Figure 1. Track usage over the die (run 1).
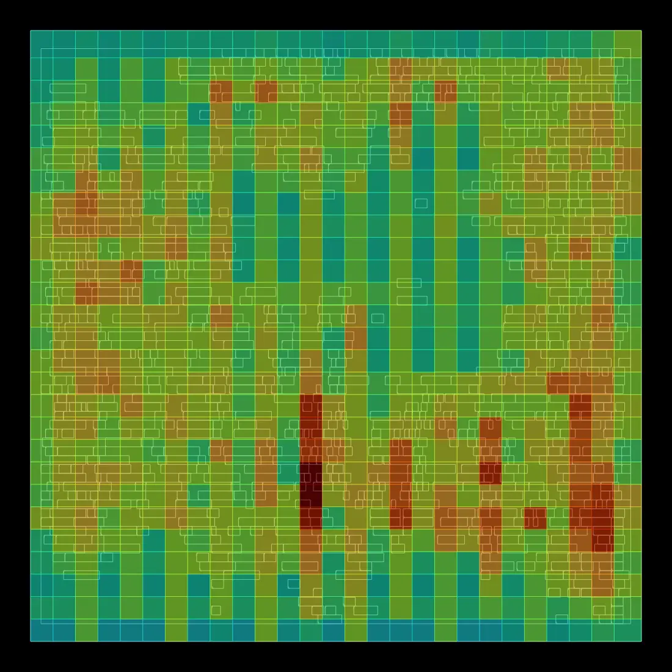
Figure 2. Port wiring (run 1).
The bar under the picture is 50 µm long.
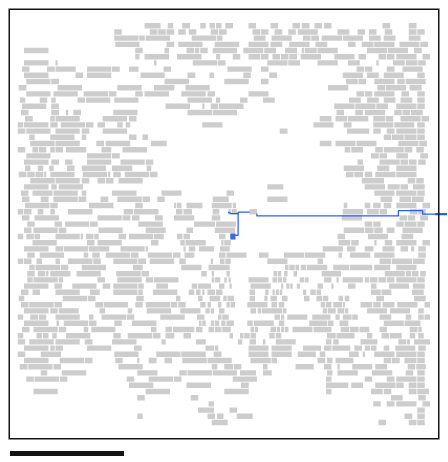
Figure 3. The metal 1 layer (run 1).
The bar under the picture is 50 µm long. Supply wires on this layer in gray.
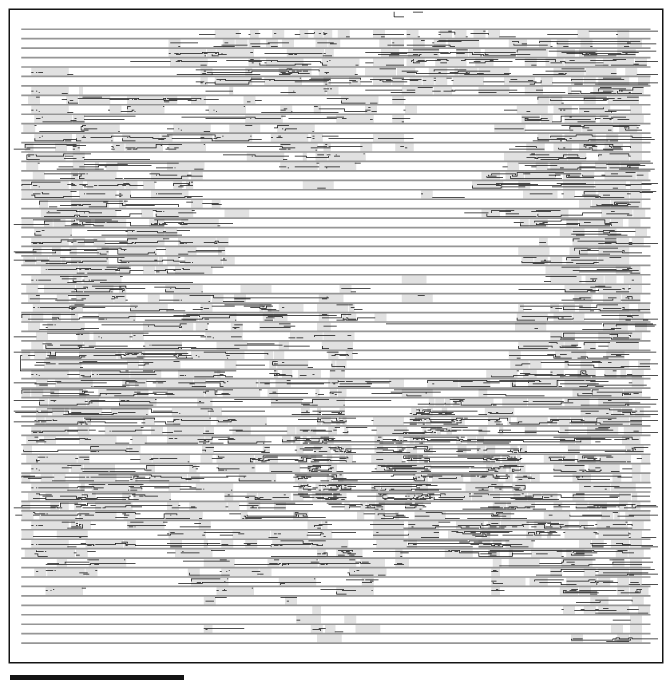
Figure 4. Sequential cells grouped by signal name (run 1).
The bar under the picture is 50 µm long. Other sequential cells in the stronger gray, the rest of the logic in the fainter gray.
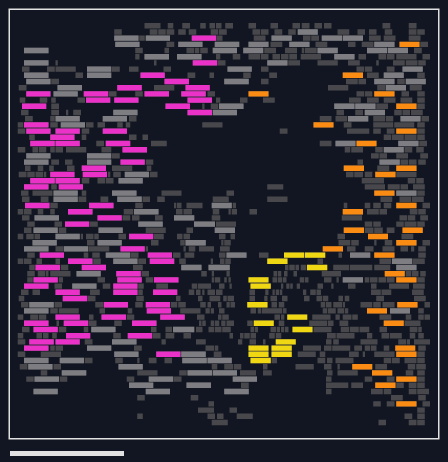
[config.mk]
export PLATFORM = sky130hd
export DESIGN_NAME = reg_access_ctl
export DESIGN_NICKNAME = d
export VERILOG_FILES = /design/src/rtl/regctl_pkg.sv /design/src/rtl/regctl_wb_fifo.sv /design/src/rtl/reg_access_ctl.sv
export SDC_FILE = /design/constraint.sdc
export NUM_CORES = 1
export LEC_CHECK = 0
export CAP_MARGIN = 20
export CORE_MARGIN = 3
export CORE_UTILIZATION = 30
export CTS_CLUSTER_DIAMETER = 120
export CTS_CLUSTER_SIZE = 12
export DETAILED_ROUTE_END_ITERATION = 16
export PLACE_DENSITY = 0.56
export RECOVER_POWER = 50
export SYNTH_ARGS = -nofsm -noshare
export SYNTH_HDL_FRONTEND = slang
export SYNTH_SLANG_ARGS = --single-unit
[constraint.sdc]
create_clock -name clk -period 3.2 [get_ports clk]
set_input_delay 0.96 -clock clk [delete_from_list [all_inputs] [get_ports clk]]
set_output_delay 0.96 -clock clk [all_outputs]
set_load 0.03 [all_outputs]
[src/rtl/regctl_pkg.sv]
// Shared constants and the writeback entry type for the register access controller.
// No logic; imported by the FIFO and the top.
// No flow control here.
package regctl_pkg;

    localparam int NREG = 16;
    localparam int RAW  = 4;
    localparam int DW   = 32;

    typedef struct packed {
        logic [RAW-1:0] addr;
        logic [DW-1:0]  data;
    } wb_entry_t;

endpackage

[src/rtl/regctl_wb_fifo.sv]
// Writeback FIFO: holds ALU or memory results until the arbiter grants the bank port.
// Latency: a push is visible at head the cycle after the push edge.
// Backpressure: full is count based; a push into a full FIFO is dropped even with a same-cycle pop.
import regctl_pkg::*;

module regctl_wb_fifo #(
    parameter int WB_DEPTH = 2
) (
    input  logic      clk,
    input  logic      rst,
    input  logic      push,
    input  wb_entry_t push_dat,
    input  logic      pop,
    output logic      full,
    output logic      empty,
    output wb_entry_t head
);

    localparam int AW = $clog2(WB_DEPTH);

    wb_entry_t     mem [WB_DEPTH];
    logic [AW-1:0] wr_ptr;
    logic [AW-1:0] rd_ptr;
    logic [AW:0]   count;
    logic          do_push;
    logic          do_pop;

    assign full    = (count == (AW+1)'(WB_DEPTH));
    assign empty   = (count == '0);
    assign do_push = push & ~full;
    assign do_pop  = pop & ~empty;
    assign head    = mem[rd_ptr];

    // Pointers wrap on their own because the depth is a power of two.
    always_ff @(posedge clk or posedge rst) begin
        if (rst) begin
            wr_ptr <= '0;
            rd_ptr <= '0;
            count  <= '0;
        end else begin
            if (do_push) wr_ptr <= wr_ptr + AW'(1);
            if (do_pop)  rd_ptr <= rd_ptr + AW'(1);
            case ({do_push, do_pop})
                2'b10:   count <= count + (AW+1)'(1);
                2'b01:   count <= count - (AW+1)'(1);
                default: count <= count;
            endcase
        end
    end

    always_ff @(posedge clk) begin
        if (do_push) mem[wr_ptr] <= push_dat;
    end

endmodule

[src/rtl/reg_access_ctl.sv]
// Register-file access controller: round-robin writeback of ALU/memory results, scoreboarded operand fetch.
// Latency: writeback push -> bank write next cycle; operand accept -> op_a/op_b registered at the accept edge.
// Backpressure: wbX_ready = FIFO not full; rd_req_ready drops on hazard or held operands. Optional REGCTL_FWD_EN.
import regctl_pkg::*;

module reg_access_ctl #(
    parameter int WB_DEPTH = 2
) (
    input  logic          clk,
    input  logic          rst,
    input  logic          rd_req_valid,
    output logic          rd_req_ready,
    input  logic [3:0]    rd_ra1,
    input  logic [3:0]    rd_ra2,
    input  logic [3:0]    rd_dst,
    input  logic          rd_dst_en,
    output logic          op_valid,
    input  logic          op_ready,
    output logic [31:0]   op_a,
    output logic [31:0]   op_b,
    input  logic          wba_valid,
    output logic          wba_ready,
    input  logic [3:0]    wba_addr,
    input  logic [31:0]   wba_data,
    input  logic          wbb_valid,
    output logic          wbb_ready,
    input  logic [3:0]    wbb_addr,
    input  logic [31:0]   wbb_data,
    output logic [3:0]    rb_ra1,
    output logic [3:0]    rb_ra2,
    input  logic [31:0]   rb_rd1,
    input  logic [31:0]   rb_rd2,
    output logic          rb_w_en,
    output logic [3:0]    rb_wa,
    output logic [31:0]   rb_wd
);

    wb_entry_t       a_head, b_head;
    logic            a_full, a_empty, b_full, b_empty;
    logic            grant_a, grant_b;
    logic            last_b;
    logic [NREG-1:0] busy, busy_nxt;
    logic            fwd1, fwd2;
    logic            hazard;
    logic            accept;

    assign rb_ra1 = rd_ra1;
    assign rb_ra2 = rd_ra2;

    assign wba_ready = ~a_full;
    assign wbb_ready = ~b_full;

    regctl_wb_fifo #(.WB_DEPTH(WB_DEPTH)) u_fifo_a (
        .clk      (clk),
        .rst      (rst),
        .push     (wba_valid & wba_ready),
        .push_dat ({wba_addr, wba_data}),
        .pop      (grant_a),
        .full     (a_full),
        .empty    (a_empty),
        .head     (a_head)
    );

    regctl_wb_fifo #(.WB_DEPTH(WB_DEPTH)) u_fifo_b (
        .clk      (clk),
        .rst      (rst),
        .push     (wbb_valid & wbb_ready),
        .push_dat ({wbb_addr, wbb_data}),
        .pop      (grant_b),
        .full     (b_full),
        .empty    (b_empty),
        .head     (b_head)
    );

    // last_b resets high so A wins the first tie.
    always_comb begin
        grant_a = ~a_empty & (b_empty | last_b);
        grant_b = ~b_empty & (a_empty | ~last_b);
    end

    always_ff @(posedge clk or posedge rst) begin
        if (rst)          last_b <= 1'b1;
        else if (rb_w_en) last_b <= grant_b;
    end

    always_comb begin
        rb_w_en = 1'b0;
        rb_wa   = '0;
        rb_wd   = '0;
        if (grant_a) begin
            rb_w_en = 1'b1;
            rb_wa   = a_head.addr;
            rb_wd   = a_head.data;
        end else if (grant_b) begin
            rb_w_en = 1'b1;
            rb_wa   = b_head.addr;
            rb_wd   = b_head.data;
        end
    end

`ifdef REGCTL_FWD_EN
    assign fwd1 = rb_w_en & (rb_wa == rd_ra1);
    assign fwd2 = rb_w_en & (rb_wa == rd_ra2);
`else
    assign fwd1 = 1'b0;
    assign fwd2 = 1'b0;
`endif

    // A forwarded source is never stale; WAW still waits for the old write to land.
    assign hazard = (busy[rd_ra1] & ~fwd1)
                  | (busy[rd_ra2] & ~fwd2)
                  | (rd_dst_en & busy[rd_dst]);

    assign rd_req_ready = (~op_valid | op_ready) & ~hazard;
    assign accept       = rd_req_valid & rd_req_ready;

    // Set is applied after clear so a same-cycle reservation survives the commit.
    always_comb begin
        busy_nxt = busy;
        if (rb_w_en)             busy_nxt[rb_wa]  = 1'b0;
        if (accept && rd_dst_en) busy_nxt[rd_dst] = 1'b1;
    end

    always_ff @(posedge clk or posedge rst) begin
        if (rst) busy <= '0;
        else     busy <= busy_nxt;
    end

    always_ff @(posedge clk or posedge rst) begin
        if (rst) begin
            op_valid <= 1'b0;
            op_a     <= '0;
            op_b     <= '0;
        end else if (accept) begin
            op_valid <= 1'b1;
            op_a     <= fwd1 ? rb_wd : rb_rd1;
            op_b     <= fwd2 ? rb_wd : rb_rd2;
        end else if (op_ready) begin
            op_valid <= 1'b0;
        end
    end

endmodule

==> impl_metrics.xml, run 1 <==
<?xml version="1.0" encoding="UTF-8"?>
<metrics>
  <group name="run">
    <metric name="maxCapViolCount" unit="">0</metric>
  </group>
  <group name="layout">
    <metric name="largest_registers" unit="">u_fifo_a.mem x72, u_fifo_b.mem x72</metric>
    <metric name="drive_above_1_share" unit="">0.260</metric>
    <metric name="finalNetCount" unit="">1065</metric>
    <metric name="area_dominant_cell_class_after_layout" unit="">registers</metric>
    <metric name="instances_no_fill" unit="">1358</metric>
    <metric name="comb-cell-share" unit="">0.221</metric>
    <metric name="num-clock-buffers" unit="">36</metric>
    <metric name="buffer_area_frac" unit="">0.232</metric>
  </group>
  <group name="setup_path">
    <metric name="critical_path_peak_fanout" unit="">4</metric>
    <metric name="cp.arrival" unit="ns">2.31</metric>
    <metric name="worst_path_max_delay_cell" unit="">sky130_fd_sc_hd__mux4_2</metric>
    <metric name="r2r_setup_slack" unit="ns">0.19</metric>
  </group>
  <group name="timing">
    <metric name="finalSetupViolations" unit="">1</metric>
    <metric name="report.final.slew_viol_count" unit="">0</metric>
    <metric name="clock.fmax" unit="MHz">306</metric>
    <metric name="finalWorstSetupSlack" unit="ns">-0.0698</metric>
    <metric name="setup_tns" unit="ns">-0.0698</metric>
  </group>
  <group name="routing">
    <metric name="post-route-drc-count" unit="">0</metric>
    <metric name="ant_nets" unit="">0</metric>
  </group>
  <group name="clock_network">
    <metric name="cts.hold.buffers_added" unit="">0</metric>
    <metric name="cts_tree" unit="">yes</metric>
  </group>
  <group name="power_and_ir_drop">
    <metric name="cell_internal_pwr" unit="mW">9.42</metric>
    <metric name="total_switching_power" unit="mW">6.23</metric>
    <metric name="power.clock.total" unit="mW">2.48</metric>
  </group>
  <group name="floorplan">
    <metric name="taps" unit="">435</metric>
    <metric name="standard_cell_row_count" unit="">65</metric>
  </group>
  <group name="yosys">
    <metric name="synth_top_flop_cell" unit="">sky130_fd_sc_hd__edfxtp_1</metric>
    <metric name="ffs_w_async_s_r_synth" unit="">0.385</metric>
    <metric name="synthTopCellsByArea" unit="">sky130_fd_sc_hd__edfxtp_1 44%, sky130_fd_sc_hd__dfrtp_1 22%, sky130_fd_sc_hd__mux2_4 9.1%</metric>
    <metric name="synth.logic.top_family" unit="">multiplexers</metric>
    <metric name="adder_cell_area_share_of_the_yosys_netlist" unit="">0.00252</metric>
  </group>
  <group name="run_status">
    <metric name="status" unit="">finished with violations</metric>
    <metric name="failed_checks" unit="">negative setup slack</metric>
  </group>
  <group name="global_route">
    <metric name="antenna_violations_before_repair" unit="">13</metric>
  </group>
  <group name="hold_path">
    <metric name="min_delay_src" unit="">op_b[7]</metric>
  </group>
</metrics>
Notes on Figure 1 above:
routed length per placed instance: 20.2 µm
met2 Use GR: 0.232
total routing usage reported by global routing: 0.148

Notes on Figure 2 above:
color	port	bits	direction	end cells	buffers	wire
blue	wba_ready	1	output	1	1	105 µm
Top Ports: 268
quantity of I/O buffers inserted on ports: 267

Notes on Figure 3 above:
longest straight run	62.1 µm
main direction	horizontal
wire length on this layer	11,700 µm
share of all routed wire	43%
nets with wire on the layer	947

Notes on Figure 4 above:
color	signal	sequential cells
magenta	u_fifo_b.mem	72
yellow	busy	16
orange	op_b	32
not colored	114
flop share of the area: 0.461
power in sequential cells: 4.90 mW
utilization after layout: 0.446
Storage cell area: 0.00658 mm²

run 1: repair_timing:
item                                    in CTS  in global routing
endpoints found under the setup margin      35                 73
endpoints found under the hold margin        0                  0
pin swaps                                    2                  5
setup buffers                                5                  2
cloned                                       0                  6
resized                                     39                 38
run 1: metrics by stage:
step / power, mW / area, µm² / setup WS [ns] / utilization / hold slack (ns)
after floorplan: 9.65 / 9920 / -0.0784 / - / 0.454
after global placement: 12.9 / 13300 / -0.737 / 0.416 / 0.471
after detailed placement: 13.0 / 13300 / -0.763 / 0.416 / 0.475
after CTS: 15.6 / 14100 / -0.130 / 0.439 / 0.488
after global routing: 16.5 / 14300 / -0.118 / 0.446 / 0.528
final: 15.7 / 14300 / -0.0698 / 0.446 / 0.507
Figure 5. Signal wires by layer (run 1).
Two of the layers only.
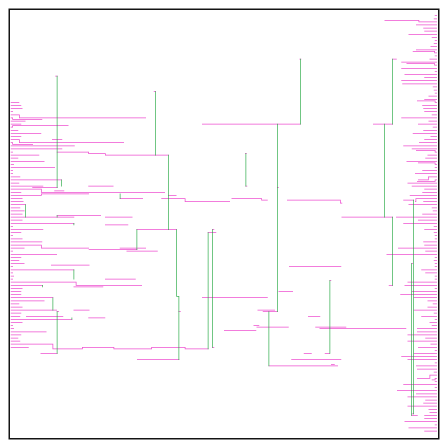

==> run 1 -> run 2 <==
CORE_UTILIZATION = 40   (was 30)
PLACE_DENSITY = 0.71   (was 0.56)
Figure 6. Signal wires by layer (run 2).
Two of the layers only.
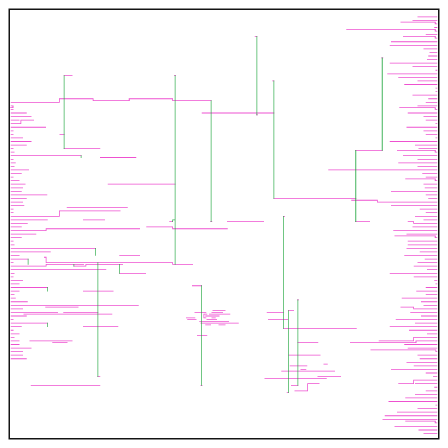
color	layer	wire length
green	met4	486 µm
magenta	met3	2,490 µm

Figure 7. The metal 1 layer (run 2).
The bar under the picture is 50 µm long. Supply wires on this layer in gray.
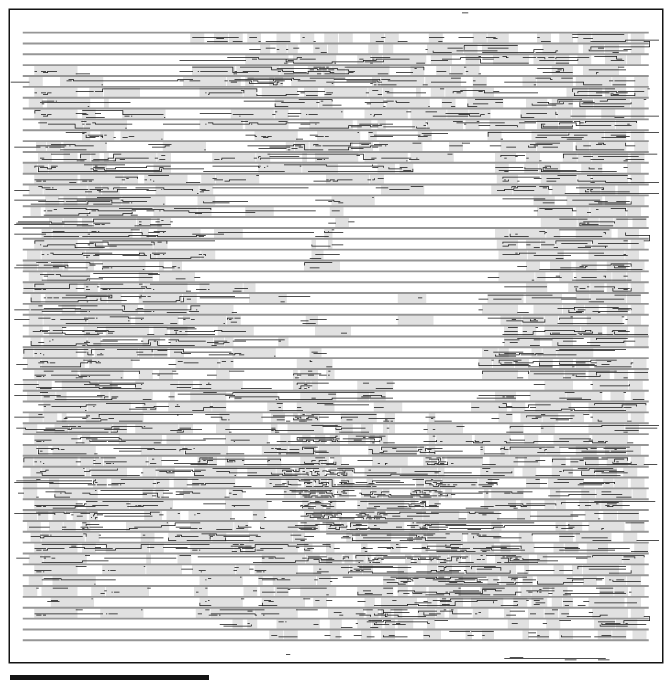
share of all routed wire	39%
longest straight run	42.8 µm
via total after detailed routing: 6,377
overall routed net length: 24,800 µm
met1 GRT Util: 0.222

==> run 2 against run 1 <==
  * The run still ends with negative setup slack left
  * Clock power fell by 2%
  * Setup slack worse by 0.027 ns
  * Critical path depth unchanged
  * Sequential share of layout area is 1.7 points higher
  * Highest routed layer unchanged
==> impl_metrics.xml, run 2 <==
<?xml version="1.0" encoding="UTF-8"?>
<metrics>
  <group name="setup_path">
    <metric name="critical_path_peak_fanout" unit="">4</metric>
    <metric name="worst_path_max_delay_cell" unit="">sky130_fd_sc_hd__mux4_2</metric>
    <metric name="cp.arrival" unit="ns">2.34</metric>
    <metric name="r2r_setup_slack" unit="ns">0.69</metric>
  </group>
  <group name="yosys">
    <metric name="synthTopCellsByArea" unit="">sky130_fd_sc_hd__edfxtp_1 44%, sky130_fd_sc_hd__dfrtp_1 22%, sky130_fd_sc_hd__mux2_4 9.1%</metric>
    <metric name="adder_cell_area_share_of_the_yosys_netlist" unit="">0.00252</metric>
    <metric name="synth.logic.top_family" unit="">multiplexers</metric>
  </group>
  <group name="hold_path">
    <metric name="min_delay_src" unit="">u_fifo_b.wr_ptr</metric>
  </group>
  <group name="timing">
    <metric name="report.final.slew_viol_count" unit="">0</metric>
    <metric name="finalWorstSetupSlack" unit="ns">-0.0967</metric>
    <metric name="clock.fmax" unit="MHz">303</metric>
    <metric name="worst_hold_slack" unit="ns">0.493</metric>
    <metric name="finalSetupViolations" unit="">1</metric>
    <metric name="setup_tns" unit="ns">-0.0967</metric>
  </group>
  <group name="placed_design">
    <metric name="pre_cts_slack" unit="ns">-0.776</metric>
    <metric name="buffer_ports.inserted" unit="">267</metric>
  </group>
  <group name="floorplan">
    <metric name="boundaryPins" unit="">268</metric>
    <metric name="standard_cell_row_count" unit="">56</metric>
  </group>
  <group name="layout">
    <metric name="finalNetCount" unit="">1044</metric>
    <metric name="post-route-util" unit="">0.577</metric>
    <metric name="largest_registers" unit="">u_fifo_a.mem x72, u_fifo_b.mem x72</metric>
    <metric name="drive_above_1_share" unit="">0.246</metric>
  </group>
  <group name="run_status">
    <metric name="failed_checks" unit="">negative setup slack</metric>
    <metric name="status" unit="">finished with violations</metric>
  </group>
  <group name="power_and_ir_drop">
    <metric name="total_power_consumption" unit="mW">15.1</metric>
  </group>
  <group name="clock_network">
    <metric name="cts_tree" unit="">yes</metric>
  </group>
  <group name="routing">
    <metric name="post-route-drc-count" unit="">0</metric>
    <metric name="post_drt_wl_per_cell" unit="µm">20.3</metric>
  </group>
  <group name="global_route">
    <metric name="antenna_violations_before_repair" unit="">9</metric>
  </group>
  <group name="run">
    <metric name="maxCapViolCount" unit="">0</metric>
  </group>
</metrics>
==> run 2: critical path, delay by kind of cell <==
kind,cells,cell delay [ns]
buffers and inverters,3,0.28
AND/OR/NAND/NOR,1,0.27
multiplexers,1,0.51
AND-OR/OR-AND,2,0.32
==> run 2: repair_timing <==
item                       CTS  global route
hold buffers                 0             0
setup endpoints to repair   48            18
pin swaps                    3             4
resized                     30            37
==> run 2: area by class of cell <==
class	count	area, µm²	share of cell area
inverters	7	32.5	0.00236
flip-flops and latches	234	6580	0.477
clock buffers	35	621	0.0450
multi-input cells	317	3170	0.230
diodes	2	5.00	0.000363
well taps	319	399	0.0290
clock inverters	2	28.8	0.00209
repair buffers	304	2950	0.214
==> run 2: power breakdown <==
group / switching (mW) / internal (mW)
Sequential: 0.568 / 4.31
Clock: 1.08 / 1.34
Combinational: 4.37 / 3.44
Figure 8. Sequential cells grouped by signal name (run 2).
The bar under the picture is 50 µm long. Other sequential cells in the stronger gray, the rest of the logic in the fainter gray.
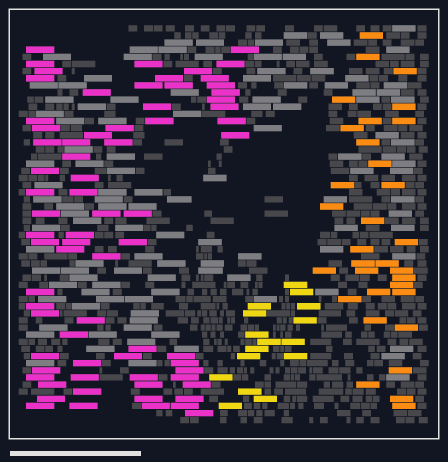

==> run 2 -> run 3 <==
SKIP_CTS_REPAIR_TIMING = 1   (was default)
Figure 9. Sequential cells grouped by signal name (run 3).
The bar under the picture is 50 µm long. Other sequential cells in the stronger gray, the rest of the logic in the fainter gray.
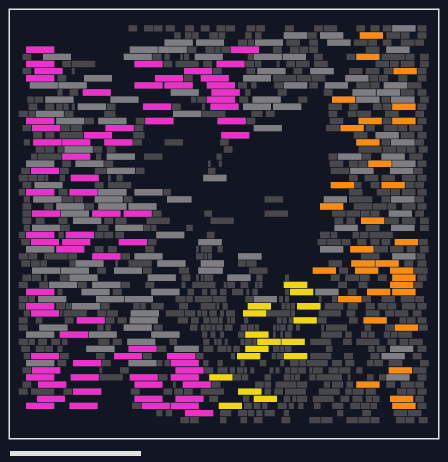
color	signal	sequential cells
magenta	u_fifo_b.mem	72
orange	op_b	32
yellow	busy	16
power in sequential cells: 4.87 mW
flop share of the area: 0.477
utilization after layout: 0.578

==> run 3 against run 2 <==
  * The run still ends with negative setup slack left
  * Utilization grew 0.073 points
  * Synthesized cell count is the same
  * Critical path depth is the same
  * Sequential power is essentially flat
  * Die size is the same
  * Hold slack is essentially flat
  * First-iteration DRC count shrank 0.79%
  * Fmax shrank 0.42%
  * Setup slack lost 0.014 ns
  * Flip-flop count is the same
==> impl_metrics.xml, run 3 <==
<?xml version="1.0" encoding="UTF-8"?>
<metrics>
  <group name="timing">
    <metric name="clock.fmax" unit="MHz">302</metric>
    <metric name="worst_hold_slack" unit="ns">0.493</metric>
    <metric name="setup_tns" unit="ns">-0.111</metric>
    <metric name="finalWorstSetupSlack" unit="ns">-0.111</metric>
    <metric name="finalSetupViolations" unit="">1</metric>
  </group>
  <group name="yosys">
    <metric name="synthTopCellsByArea" unit="">sky130_fd_sc_hd__edfxtp_1 44%, sky130_fd_sc_hd__dfrtp_1 22%, sky130_fd_sc_hd__mux2_4 9.1%</metric>
    <metric name="ffs_w_async_s_r_synth" unit="">0.385</metric>
    <metric name="adder_cell_area_share_of_the_yosys_netlist" unit="">0.00252</metric>
    <metric name="synth.logic.top_family" unit="">multiplexers</metric>
    <metric name="synth_top_flop_cell" unit="">sky130_fd_sc_hd__edfxtp_1</metric>
  </group>
  <group name="run_status">
    <metric name="status" unit="">finished with violations</metric>
    <metric name="failed_checks" unit="">negative setup slack</metric>
  </group>
  <group name="routing">
    <metric name="top_layer" unit="">met5</metric>
    <metric name="post_drt_wl_per_cell" unit="µm">20.3</metric>
    <metric name="ant_nets" unit="">0</metric>
    <metric name="route.layer.met1.wl" unit="µm">9680</metric>
  </group>
  <group name="layout">
    <metric name="finalNetCount" unit="">1044</metric>
    <metric name="n_all_inverters" unit="">7</metric>
    <metric name="instances_no_fill" unit="">1220</metric>
    <metric name="area_dominant_cell_class_after_layout" unit="">registers</metric>
    <metric name="filler_cells" unit="">1888</metric>
    <metric name="non_clock_buffer_count" unit="">304</metric>
    <metric name="final_area" unit="mm²">0.0138</metric>
    <metric name="final-clk-cell-share" unit="">0.0470</metric>
    <metric name="comb-cell-share" unit="">0.230</metric>
    <metric name="antennaDiodeCount" unit="">2</metric>
    <metric name="num-clock-buffers" unit="">35</metric>
    <metric name="sequential_cell_total" unit="">234</metric>
    <metric name="final-comb-area" unit="mm²">0.00317</metric>
    <metric name="seqCellArea" unit="mm²">0.00658</metric>
    <metric name="drive_above_1_share" unit="">0.244</metric>
    <metric name="largest_registers" unit="">u_fifo_a.mem x72, u_fifo_b.mem x72</metric>
    <metric name="n_multi_input_combinational_cell" unit="">317</metric>
  </group>
  <group name="power_and_ir_drop">
    <metric name="total_power_consumption" unit="mW">15.1</metric>
  </group>
  <group name="setup_path">
    <metric name="worst-path-buf-inv" unit="">3</metric>
    <metric name="cp.arrival" unit="ns">2.35</metric>
    <metric name="crit_cells" unit="">7</metric>
    <metric name="worst_path_max_delay_cell" unit="">sky130_fd_sc_hd__mux4_2</metric>
    <metric name="r2r_setup_slack" unit="ns">0.71</metric>
  </group>
  <group name="clock_network">
    <metric name="cts_tree" unit="">yes</metric>
  </group>
  <group name="global_route">
    <metric name="global_route.usage.total" unit="">0.180</metric>
    <metric name="antenna_violations_before_repair" unit="">9</metric>
    <metric name="gr-usage-met2" unit="">0.309</metric>
  </group>
  <group name="placed_design">
    <metric name="pre_cts_slack" unit="ns">-0.776</metric>
    <metric name="buffer_ports.inserted" unit="">267</metric>
    <metric name="placement.cell_area" unit="mm²">0.0130</metric>
  </group>
  <group name="floorplan">
    <metric name="taps" unit="">319</metric>
    <metric name="boundaryPins" unit="">268</metric>
    <metric name="standard_cell_row_count" unit="">56</metric>
  </group>
</metrics>
Figure 10. The metal 1 layer (run 3).
The bar under the picture is 50 µm long. Supply wires on this layer in gray.
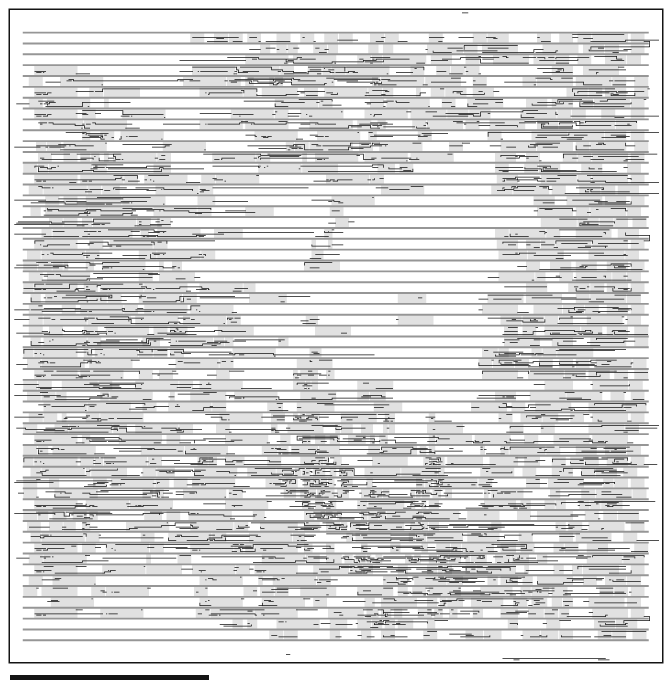
nets with wire on the layer	898
wire length on this layer	9,680 µm
overall routed net length: 24,800 µm
via total after detailed routing: 6,384
met1 GRT Util: 0.221

[run 3: cell counts after synthesis]
Identical to the previous run, type by type.
[run 3: worst max path at each step]
stage / start / to / slack (ns)
after floorplan: rd_ra2[1] / rd_req_ready / -0.08
after global placement: rd_ra1[1] / rd_req_ready / -0.72
after detailed placement: rd_ra1[1] / rd_req_ready / -0.78
after CTS: rd_ra1[1] / rd_req_ready / -0.79
after global routing: rd_ra2[1] / rd_req_ready / -0.16
final: rd_ra2[1] / rd_req_ready / -0.11
[run 3: power breakdown]
group / internal (mW) / switching (mW) / total, mW
combinational: 3.44 / 4.36 / 7.81
clock: 1.34 / 1.09 / 2.43
sequential: 4.31 / 0.567 / 4.87
total: 9.09 / 6.02 / 15.1
No activity file was given, so power comes from the tool's default toggle rates.
